===== config.mk =====
export PLATFORM = sky130hd
export DESIGN_NAME = control_fetch_stage
export DESIGN_NICKNAME = d
export VERILOG_FILES = /design/src/rtl/control_fetch_stage.sv
export SDC_FILE = /design/constraint.sdc
export NUM_CORES = 1
export LEC_CHECK = 0
export CAP_MARGIN = 20
export CORE_MARGIN = 2
export CORE_UTILIZATION = 40
export CTS_BUF_LIST = sky130_fd_sc_hd__clkbuf_8
export CTS_CLUSTER_SIZE = 30
export DETAILED_ROUTE_END_ITERATION = 12
export PLACE_DENSITY = 0.78
export SETUP_SLACK_MARGIN = 0.3
export SLEW_MARGIN = 20
export SYNTH_ARGS = -nofsm -noshare
export SYNTH_HDL_FRONTEND = slang
export SYNTH_SLANG_ARGS = --single-unit

===== constraint.sdc =====
create_clock -name clk -period 4.01 [get_ports clk]
set_input_delay 0.6015 -clock clk [delete_from_list [all_inputs] [get_ports clk]]
set_output_delay 0.6015 -clock clk [all_outputs]
set_load 0.005 [all_outputs]

===== src/rtl/control_fetch_stage.sv =====
// control_fetch_stage
//   Instruction fetch stage feeding the main decoder. Owns the PC, drives a
//   synchronous instruction memory, and presents the returned word together
//   with its PC and the decoder fields op/funct5/funct0. Supports a
//   decode-side stall, an execute-side branch redirect with a one-slot flush,
//   and counts instructions accepted by the decoder.
//
// Ports
//   clk, rst_n      clock (rising edge) and asynchronous active-low reset
//   imem_addr/en    fetch address (= pc_q) and read enable to the memory
//   imem_rdata      word returned for the address issued on the last enabled edge
//   stall           decoder cannot take the current instruction
//   branch_taken    redirect request from execute, with branch_target
//   instr, instr_valid, instr_pc, instr_pc_next
//                   instruction to decode, its qualifier, its PC and PC + PC_STEP
//   op, funct5, funct0
//                   decoder fields sliced from instr
//   fetch_cnt       wrapping count of accepted instructions
module control_fetch_stage #(
    parameter int                ADDR_W   = 32,
    parameter int                INSTR_W  = 32,
    parameter logic [ADDR_W-1:0] RESET_PC = '0,
    parameter int                PC_STEP  = 4,
    parameter int                CNT_W    = 16
) (
    input  logic               clk,
    input  logic               rst_n,
    output logic [ADDR_W-1:0]  imem_addr,
    output logic               imem_en,
    input  logic [INSTR_W-1:0] imem_rdata,
    input  logic               stall,
    input  logic               branch_taken,
    input  logic [ADDR_W-1:0]  branch_target,
    output logic [INSTR_W-1:0] instr,
    output logic               instr_valid,
    output logic [ADDR_W-1:0]  instr_pc,
    output logic [ADDR_W-1:0]  instr_pc_next,
    output logic [1:0]         op,
    output logic               funct5,
    output logic               funct0,
    output logic [CNT_W-1:0]   fetch_cnt
);

    localparam logic [ADDR_W-1:0] STEP = ADDR_W'(PC_STEP);

    // BOOT: first fetch in flight; RUN: memory output is a real instruction;
    // FLUSH: memory output belongs to the wrong path and is dropped.
    typedef enum logic [1:0] {
        BOOT  = 2'd0,
        RUN   = 2'd1,
        FLUSH = 2'd2
    } state_t;

    state_t            state_q, state_d;
    logic [ADDR_W-1:0] pc_q;
    logic              hold;
    logic              accept;

    // A redirect always lands in FLUSH because the word already requested
    // from memory is the one after the branch; otherwise the next word is good.
    // A stall only freezes the pipe while a real instruction is presented,
    // and a redirect overrides it so the pipe never sits on a dead word.
    always_comb begin
        state_d     = RUN;
        hold        = 1'b0;
        instr_valid = 1'b0;
        accept      = 1'b0;
        if (branch_taken) begin
            state_d = FLUSH;
        end
        hold        = (state_q == RUN) && stall && !branch_taken;
        instr_valid = (state_q == RUN) && !branch_taken;
        accept      = instr_valid && !stall;
    end

    // State, PC, PC-of-instruction and accept counter. instr_pc tracks the
    // address the memory is currently returning, so it only moves on edges
    // where the memory actually performs a read.
    always_ff @(posedge clk or negedge rst_n) begin
        if (!rst_n) begin
            state_q   <= BOOT;
            pc_q      <= RESET_PC;
            instr_pc  <= RESET_PC;
            fetch_cnt <= '0;
        end else begin
            state_q <= state_d;
            if (!hold) begin
                instr_pc <= pc_q;
            end
            if (branch_taken) begin
                pc_q <= branch_target;
            end else if (!hold) begin
                pc_q <= pc_q + STEP;
            end
            if (accept) begin
                fetch_cnt <= fetch_cnt + CNT_W'(1);
            end
        end
    end

    // The memory holds its output while disabled, so a stalled instruction
    // stays stable without a local copy.
    assign imem_addr     = pc_q;
    assign imem_en       = !hold;
    assign instr         = imem_rdata;
    assign instr_pc_next = instr_pc + STEP;
    assign op            = instr[27:26];
    assign funct5        = instr[25];
    assign funct0        = instr[20];

endmodule


==> images/sizes.png <==
Scale: 3 px per µm.
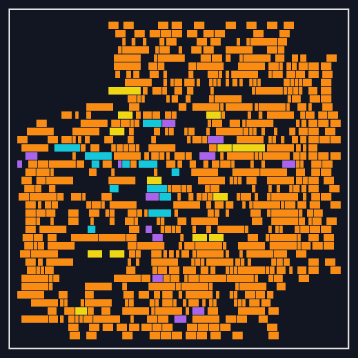
_0 and _1 cells: shown in orange, cells 598, share 94%. _2 cells: shown in purple, cells 13, share 2.0%. _3 and _4 cells: shown in cyan, cells 12, share 1.9%. _6 and larger: shown in yellow, cells 13, share 2.0%.

==> images/placement_by_type.png <==
Scale: 4 px per µm.
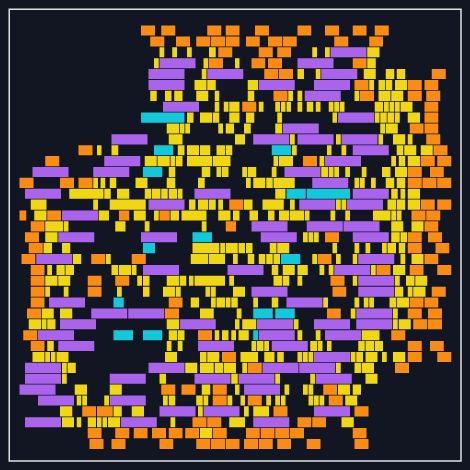
combinational and other logic: shown in yellow, cells 387. clock drivers and dummy loads: shown in cyan, cells 15. remaining buffers and delay cells: shown in orange, cells 152. sequential cells: shown in purple, cells 82.

sequential cells by signal, indices dropped and copies added (netlist names):
register / count
fetch_cnt: 16
imem_addr: 32
instr_pc: 32
state_q: 2
critical path: stages (launching register included):
cell and delay (ns):
dfrtp_1 0.48, nand4_1 0.27, nor4_2 0.57, nand2_1 0.14, nor2_1 0.15, xor2_1 0.15, clkdlybuf4s50_1 0.51
metrics by stage:
step	cells	hold slack [ns]	setup slack, ns	utilization
final	779	0.273	0.791	0.545
after floorplan	531	0.306	1.79	-
after CTS	779	0.449	0.796	0.544
after global routing	779	0.340	0.501	0.545
after global placement	764	0.462	1.30	0.525
after detailed placement	764	0.465	1.19	0.525
path summary, 6_finish.rpt:
check / start / cells past startpoint / slack, ns / endpoint
max: instr_pc[17] / 6 / 0.79 / instr_pc_next[28]
min: rst_n / 1 / 0.27 / fetch_cnt[13]
max reg2reg: imem_addr[2] / 6 / 1.85 / imem_addr[30]
min reg2reg: fetch_cnt[15] / 1 / 0.48 / fetch_cnt[15]
max in group asynchronous: rst_n / 1 / 3.19 / instr_pc[27]
min in group clk: branch_taken / 1 / 0.45 / state_q[1]
logic make-up after synthesis:
group / synth area share
muxes: 0.00929
xor gates and xnor gates: 0.102
buffers and inverters: 0.0891
DFF: 0.435
adders and majority gates: 0.00796
and+or+nand+nor: 0.279
AOI/OAI and AO/OA: 0.0772
where the power goes:
| part | switching (µW) | internal [µW] | total [µW] |
|---|---|---|---|
| Clock | 296 | 363 | 659 |
| Sequential | 142 | 916 | 1060 |
| Combinational | 204 | 342 | 546 |
| Total | 642 | 1620 | 2260 |
per-layer routing:
layer  routed length (µm)  part of all wire  global-route usage
met5                    0                 0                   0
met4                  162             0.012              0.0455
met3                  824             0.063              0.0524
met2                 6330              0.49               0.335
met1                 5660              0.44               0.270
==> flow_summary.yaml <==
# implementation run metrics
power:
  vdd_drop_max_mv: 0.186
finish:
  layout.clock.cell_area_share: 0.0348
  most-common-layout-cells: "clkdlybuf4s50_1, nand2_1, dfrtp_1"
  final_common_cell: "clkdlybuf4s50_1"
  nFillCells: 1070
  layout.buffer.nonclock.area_share: 0.242
  drive_gt1_frac: 0.0597
clock_tree:
  tritoncts_num_sinks: 82
  cts_buffer_count: 9
  cts_resized: 0
worst_setup_path:
  crit_type: "flop to primary output"
routing:
  wl_per_cell_um: 16.7
placement:
  place_congestion: 0.868
  placed_cell_area_mm2: 0.00603
yosys:
  synth_area_per_cell_um2: 8.88
  numSynthFlops: 82
  synth-main-ff-cell: "dfrtp_1"
sta:
  rsz_0062_raised_after_global_routing: "false"
  post-route-period-util: 0.803
status:
  outcome: "completed"
Power and IR drop assume default switching activity.
